==> src/rtl/vip_frame_writer.sv <==
// vip_frame_writer
// Receives an Avalon-ST Video stream and writes the pixels of each video
// packet into memory via an Avalon-MM write master. The master writes one
// 32-bit word per pixel, starting at a programmable base word address.
// Control packets update the frame width and height. Packets of any other
// type are consumed and discarded.
//
// Optional build macro: FRAME_WRITER_STATUS_EN
//   When defined, ctrl_read returns status with one cycle of latency.
//     address 0: {frame_cnt, err_cnt}
//     address 1: {height, width}
//   When undefined, ctrl_readdata is tied to 0.
//
// Ports
//   clk, reset_n         sole clock (rising edge); asynchronous active-low reset
//   st_data/valid/sop/eop, st_ready
//                        Avalon-ST Video sink with a ready latency of 1
//   address, writedata, write, waitrequest
//                        Avalon-MM write master; address is a word address
//   ctrl_chipselect/write/read/address/data, ctrl_readdata
//                        control slave
//                          write address 0: base
//                          write address 1: enable (ctrl_data[0])
//
// state   | meaning
// --------+-------------------------------------------------------------
// S_IDLE  | between packets; valid beats without sop are ignored
// S_CTRL  | control packet; nibbles are latched by beat index
// S_VIDEO | video packet; pixels are pushed into the write FIFO
// S_DROP  | unknown packet type, or video while disabled; beats discarded
module vip_frame_writer #(
  parameter int VIDEO_W    = 1024,
  parameter int VIDEO_H    = 768,
  parameter int FIFO_DEPTH = 4
) (
  input  logic        clk,
  input  logic        reset_n,
  input  logic [23:0] st_data,
  input  logic        st_valid,
  input  logic        st_sop,
  input  logic        st_eop,
  output logic        st_ready,
  output logic [31:0] address,
  output logic [31:0] writedata,
  output logic        write,
  input  logic        waitrequest,
  input  logic        ctrl_chipselect,
  input  logic        ctrl_write,
  input  logic        ctrl_read,
  input  logic        ctrl_address,
  input  logic [31:0] ctrl_data,
  output logic [31:0] ctrl_readdata
);

  localparam int AW = $clog2(FIFO_DEPTH);
  localparam int CW = AW + 1;

  typedef enum logic [1:0] {S_IDLE, S_CTRL, S_VIDEO, S_DROP} state_t;

  state_t        state_q, state_d;
  logic          rdy_q, rdy_d1_q;
  logic [31:0]   base_q;
  logic          enable_q;
  logic [15:0]   width_q, height_q;
  logic [15:0]   tmp_w_q, tmp_w_d;
  logic [7:0]    tmp_h_q, tmp_h_d;
  logic [1:0]    cidx_q, cidx_d;
  logic [31:0]   pix_q, pix_d;
  logic [31:0]   waddr_q, waddr_d;
  logic [23:0]   dmem_q [FIFO_DEPTH];
  logic [31:0]   amem_q [FIFO_DEPTH];
  logic [AW-1:0] wptr_q, rptr_q;
  logic [CW-1:0] cnt_q, cnt_d;
  logic          beat, push, pop, commit, frame_done, frame_short;
  logic [31:0]   area;

  // A beat is only legal in the cycle after st_ready was high.
  assign beat      = st_valid & rdy_d1_q;
  assign area      = 32'(width_q) * 32'(height_q);
  assign write     = (cnt_q != '0);
  // Each FIFO entry carries its own target address. A new frame can
  // therefore start while the previous frame is still draining.
  assign address   = amem_q[rptr_q];
  assign writedata = {8'h00, dmem_q[rptr_q]};
  assign pop       = write & ~waitrequest;
  assign cnt_d     = cnt_q + CW'(push) - CW'(pop);
  assign st_ready  = rdy_q;

  always_comb begin
    state_d     = state_q;
    tmp_w_d     = tmp_w_q;
    tmp_h_d     = tmp_h_q;
    cidx_d      = cidx_q;
    pix_d       = pix_q;
    waddr_d     = waddr_q;
    push        = 1'b0;
    commit      = 1'b0;
    frame_done  = 1'b0;
    frame_short = 1'b0;
    if (beat && st_sop) begin
      // A sop beat always starts a new packet; the current one is abandoned.
      cidx_d = 2'd0;
      pix_d  = '0;
      case (st_data[3:0])
        4'd0: begin
          if (enable_q) begin
            state_d = S_VIDEO;
            waddr_d = base_q;
          end else begin
            state_d = S_DROP;
          end
        end
        4'd15:   state_d = S_CTRL;
        default: state_d = S_DROP;
      endcase
    end else if (beat) begin
      case (state_q)
        S_CTRL: begin
          if (cidx_q != 2'd3) cidx_d = cidx_q + 2'd1;
          case (cidx_q)
            2'd0: tmp_w_d[15:4] = {st_data[3:0], st_data[11:8], st_data[19:16]};
            2'd1: begin
              tmp_w_d[3:0] = st_data[3:0];
              tmp_h_d      = {st_data[11:8], st_data[19:16]};
            end
            // Beat 3 completes the height. Its interlace nibble is not used
            // by this writer.
            2'd2:    commit = 1'b1;
            default: ;
          endcase
        end
        S_VIDEO: begin
          if (pix_q < area) begin
            push    = 1'b1;
            pix_d   = pix_q + 32'd1;
            waddr_d = waddr_q + 32'd1;
          end
          if (st_eop) begin
            if (pix_q + 32'd1 < area) frame_short = 1'b1;
            else                      frame_done  = 1'b1;
          end
        end
        default: ;
      endcase
    end
    if (beat && st_eop) state_d = S_IDLE;
  end

  always_ff @(posedge clk or negedge reset_n) begin
    if (!reset_n) begin
      state_q  <= S_IDLE;
      rdy_q    <= 1'b0;
      rdy_d1_q <= 1'b0;
      base_q   <= '0;
      enable_q <= 1'b0;
      width_q  <= 16'(VIDEO_W);
      height_q <= 16'(VIDEO_H);
      tmp_w_q  <= '0;
      tmp_h_q  <= '0;
      cidx_q   <= '0;
      pix_q    <= '0;
      waddr_q  <= '0;
      wptr_q   <= '0;
      rptr_q   <= '0;
      cnt_q    <= '0;
    end else begin
      state_q  <= state_d;
      // Counting this cycle's push leaves room for the beat that may still
      // arrive one cycle after st_ready drops.
      rdy_q    <= (cnt_d <= CW'(FIFO_DEPTH - 2));
      rdy_d1_q <= rdy_q;
      tmp_w_q  <= tmp_w_d;
      tmp_h_q  <= tmp_h_d;
      cidx_q   <= cidx_d;
      pix_q    <= pix_d;
      waddr_q  <= waddr_d;
      cnt_q    <= cnt_d;
      if (commit) begin
        width_q  <= tmp_w_q;
        height_q <= {tmp_h_q, st_data[3:0], st_data[11:8]};
      end
      if (ctrl_chipselect && ctrl_write) begin
        if (ctrl_address) enable_q <= ctrl_data[0];
        else              base_q   <= ctrl_data;
      end
      if (push) wptr_q <= wptr_q + AW'(1);
      if (pop)  rptr_q <= rptr_q + AW'(1);
    end
  end

  // The storage is reset so that address and writedata read 0 out of reset.
  always_ff @(posedge clk or negedge reset_n) begin
    if (!reset_n) begin
      for (int i = 0; i < FIFO_DEPTH; i++) begin
        dmem_q[i] <= '0;
        amem_q[i] <= '0;
      end
    end else if (push) begin
      dmem_q[wptr_q] <= st_data;
      amem_q[wptr_q] <= waddr_q;
    end
  end

`ifdef FRAME_WRITER_STATUS_EN
  logic [15:0] frame_cnt_q, err_cnt_q;
  logic [31:0] rdata_q;

  always_ff @(posedge clk or negedge reset_n) begin
    if (!reset_n) begin
      frame_cnt_q <= '0;
      err_cnt_q   <= '0;
      rdata_q     <= '0;
    end else begin
      if (frame_done)  frame_cnt_q <= frame_cnt_q + 16'd1;
      if (frame_short) err_cnt_q   <= err_cnt_q + 16'd1;
      if (ctrl_chipselect && ctrl_read)
        rdata_q <= ctrl_address ? {height_q, width_q} : {frame_cnt_q, err_cnt_q};
    end
  end

  assign ctrl_readdata = rdata_q;
`else
  logic unused_status;
  assign unused_status = ^{ctrl_read, frame_done, frame_short};
  assign ctrl_readdata = '0;
`endif

endmodule

==> config.mk <==
export PLATFORM = sky130hd
export DESIGN_NAME = vip_frame_writer
export DESIGN_NICKNAME = d
export VERILOG_FILES = /design/src/rtl/vip_frame_writer.sv
export SDC_FILE = /design/constraint.sdc
export NUM_CORES = 1
export LEC_CHECK = 0
export CAP_MARGIN = 20
export CORE_MARGIN = 3
export CORE_UTILIZATION = 61
export DETAILED_ROUTE_END_ITERATION = 8
export PLACE_DENSITY = 0.86
export SLEW_MARGIN = 20
export SYNTH_ARGS = -nofsm -noshare
export SYNTH_HDL_FRONTEND = slang
export SYNTH_SLANG_ARGS = --single-unit
==> constraint.sdc <==
create_clock -name clk -period 11.36 [get_ports clk]
set_clock_uncertainty 0.05 [all_clocks]
set_input_delay 1.136 -clock clk [delete_from_list [all_inputs] [get_ports clk]]
set_output_delay 1.136 -clock clk [all_outputs]
set_load 0.005 [all_outputs]
logic_types.png
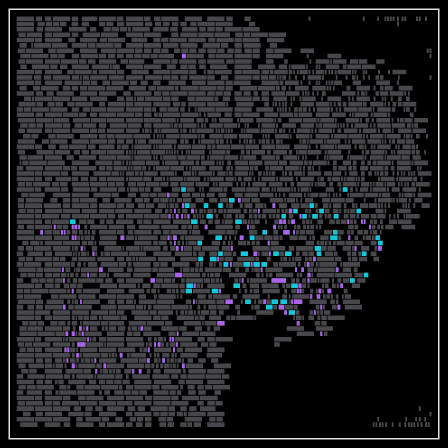
legend:
  NOR gates:
    color: purple
    cells: 126
  AND-OR and OR-AND gates:
    color: cyan
    cells: 51

io_placement.png
Scale bar: 50 um. Pins as bars across the die edge, other pins in gray.
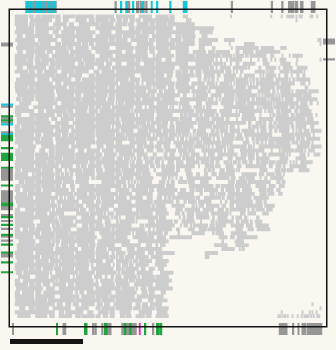
legend:
  `st_ready`:
    color: magenta
    pins: 1
    direction: output
    edge: bottom
  `address`:
    color: green
    pins: 32
    direction: output
    edge: 21 left, 11 bottom
  `st_data`:
    color: cyan
    pins: 24
    direction: input
    edge: 21 top, 3 left
all pins by edge: 55 top, 54 bottom, 51 left, 4 right

detail.png
Scale bar: 5 um. Region (99, 143) to (119, 163) um. Cells in gray, sequential cells in the stronger gray; small squares are vias.
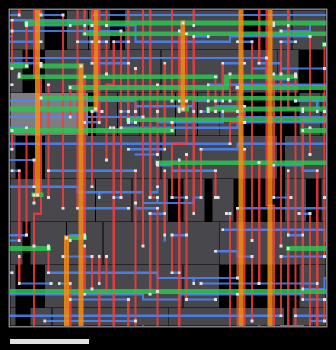
legend:
  metal 1:
    color: blue
  metal 2:
    color: red
  metal 4:
    color: orange
  metal 3:
    color: green
most frequent: nand2_1 (11), fa_1 (9), and2_1 (8)
cells with their middle in the window: 33
sequential cells in the window: 1
netlist names of flops here include: `tmp_w_q` (1)

==> run notes <==
Implementation numbers.

- The number of flops mapped to enable cells by yosys reads 0.
- The endpoint of the worst setup timing path reads st_ready.
- The storage element area is between 9000 and 10,000 sq um.
- The proportion of layout cells with a drive suffix above 1 is 14.1%.
- The latest clock arrival within the worst-skew pair is 550 ps.
- The final worst setup slack is 1170 ps.
- Gates resized during post-CTS repair numbered 0.
- Once synthesis finished, the tally of register bits stood at 390.
- The number of non-clock inverters in the layout is 269.
- The final RePlAce weighted congestion is between 0.8 and 0.9.
- Note that the worst hold path type here is reg2reg.
- For this block, wires on met1 add up to 24,700 um.
- The slack of the worst reg-to-reg path reads 1170 ps.
- The post-synthesis chip area from yosys reads 27,400 sq um.
- The slowest cell on the critical path reads dfrtp_1.
- The transition time of the tightest slew-check pin reads around 1200 ps.
- The critical path startpoint reads height_q[1].
- The OpenROAD report gives the critical path a required time of 11,740 ps.
- Global routing put the most usage on met2.
- The async set or reset register ratio after synthesis is 100%.
- The flow ran to the end, and the final reports show no timing, DRC or antenna violations.
- Among the stages of the critical path, the cell type that occurs most often is fa_1.
- The gate count after technology mapping reads 2,444.
- The logic depth of the worst register-to-register path is 34.
- The die area reads 47,500 sq um.
- The CTS tree reads built.
- Buffers inserted to repair hold after CTS numbered 0.
- At the floorplan stage, the core utilization is reported as roughly three fifths.
- The total routing usage reported by global routing reads approximately 28%.
- Clock buffers in the final layout number 59.
- On the worst path, the slowest cell contributes a delay of around 770 ps.
- The cell area after placement reads 28,800 sq um.
- The number of warnings in the stage logs is 37.
- The met2 usage reads 48.3%.
- At the end of the flow, the number of nets in the layout was 2,892.
- Detailed routing placed a total of 5050 um of wire on met3.
- The non-filler instance count after layout is 3,105.
- Derived from the worst setup path, the maximum achievable clock frequency is 98.2 MHz.
- The wire length on met2 is 33,000 um.
- In the final routed layout, each cell accounts on average for 21.0 um.
- The number of buffers and inverters on the critical path is 6.
- Setup repair after global routing left no endpoint under its margin.
- The library cells used most frequently in the layout, excluding fill and tap cells, are dfrtp_1 (385), inv_1 (268), nand2_1 (231), fa_1 (195), mux2_2 (185).
- The proportion of total power due to net switching is roughly a third.
- The final period demand of the worst path is 10,190 ps.
- The distinct cell type count after synthesis is 77.
- After filler insertion, the fill cell instance count of the layout stands at between 2k and 3k.
- The die extent in x reads 218 um.
- The uppermost layer routed is met5.
- The post-route total power reads 3.95 mW.
- The maximum VDD drop reads between 0.1 and 0.15 mV.
- Global routing used 5.39% of the available met3 tracks.
- For the worst reg-to-reg path, the startpoint reported by OpenROAD is height_q[1].
- The CTS sink count reads 390.
- Counting instances, the worst hold path has a depth of 1.
- The path length in cells of the critical path reads 34.
- The via count of the first global-routing pass reads 20.9k.
- The share of cell area taken by multi-input logic gates is 52.7%.
- The static power due to leakage is 14.9 nW.
- The first-pass GRT wire length is about 110,000 um.
- The relative contribution of combinational cells to total power reads between 20% and 30%.
- The flow reports power dissipated in the clock network as 1.31 mW.
- The combinational power reported by the tool is 0.845 mW.
- The main flop type after synthesis reads dfrtp_1.
- The kind of start point of the critical path reads a register.
- Per the GRT congestion report, total overflow comes to 0.
- The layout overhead on the synthesized area is 9.73%.
- The number of vias in the routed layout reads 19.3k.
- The data arrival time of the critical path is 10,560 ps.
- The most area-hungry cell class in the final design is multi-input combinational cells.
- The violation count after the first detailed-routing iteration reads 1,744.
- The sequential group share of total power reads between 40% and 50%.
- The destination of the worst register-to-register timing path is st_ready.
- Counting tap cells, the placed design contains a total of 3,035 instances.
- The total power density per cell area is ~130 nW/um^2.
- The worst hold slack is about 440 ps.
- The internal portion of the total power is approximately 2.7 mW.
- The count of final setup violators reads 0.
- The count of buffers inserted at the top-level ports reads 122.
- The DRC violation count after routing reads 0.
- The number of placed I/O pins reads around 160.
- met1 track demand over resource after global routing is between 30 and 40%.
- Hold analysis lists the worst path endpoint as dmem_q[43].
- The worst setup timing slack at the placement stage is around 1200 ps.
- The aggregate negative setup slack is 0 ps.
- The total number of yosys warnings reads 0.
- The design area reads 30,100 sq um.
- The maximum buffer depth of the clock tree reads 3.
- The worst slew margin relative to its limit reads a little over a fifth.
- From bottom edge to top edge, the die measures ~220 um.
- The group that draws the most power in this run is registers.
- The root buffer selected by CTS is clkbuf_16.
- The final tally of max-slew violations reads 0.
- The count of plain and timing-repair buffers reads approximately 140.
- In the final report, the number of hold violations comes to 0.
- The clock share of power is 33.0%.
- Looking at hold timing, the worst path starts from dmem_q[43].
- Per Yosys stat, the portion of area used by sequential elements is 35.6%.
- STA classifies the critical path endpoint as a register.
- The well tap count reads 592.
## cells by family (layout without fill, tap and decap cells)
| kind of cell | Yosys count | after routing | share of synthesized area [%] |
|---|---|---|---|
| AOI/OAI and AO/OA | 243 | 243 | 6.33 |
| xor gates and xnor gates | 30 | 30 | 0.959 |
| adders and majority gates | 342 | 342 | 21.0 |
| buffers and inverters | 451 | 481 | 7.29 |
| DFF | 390 | 390 | 35.6 |
| muxes | 379 | 379 | 17.8 |
| other | 1 | 40 | 0.0137 |
| and+or+nand+nor | 608 | 608 | 11.0 |
## synth_stat cells (14+ instances only)
library cell | instances | area share, %
a21o_1 | 22 | 0.60
a21oi_1 | 48 | 0.88
a221oi_1 | 16 | 0.51
a31oi_1 | 15 | 0.34
and2_1 | 125 | 2.9
and3_1 | 22 | 0.50
buf_1 | 14 | 0.19
buf_2 | 16 | 0.29
buf_4 | 46 | 1.3
buf_6 | 15 | 0.62
clkbuf_1 | 91 | 1.2
dfrtp_1 | 387 | 35
fa_1 | 195 | 14
ha_1 | 147 | 6.7
inv_1 | 268 | 3.7
mux2_1 | 129 | 5.3
mux2_2 | 185 | 7.6
mux4_2 | 56 | 4.6
nand2_1 | 232 | 3.2
nand3_1 | 50 | 0.91
nand4_1 | 21 | 0.48
nor2_1 | 69 | 0.95
nor3_1 | 37 | 0.68
o21ai_0 | 41 | 0.75
o221ai_1 | 14 | 0.45
xnor2_1 | 16 | 0.51
xor2_1 | 14 | 0.45
## sequential cells by signal (all words and copies together), names as in the netlist, 2 cells and up
name,flops
tmp_w_q,16
height_q,16
base_q,32
pix_q,32
dmem_q,96
state_q,2
cidx_q,2
tmp_h_q,8
waddr_q,32
cnt_q,3
width_q,16
amem_q,128
rptr_q,2
wptr_q,2
Power is estimated from default activity; no workload was simulated.
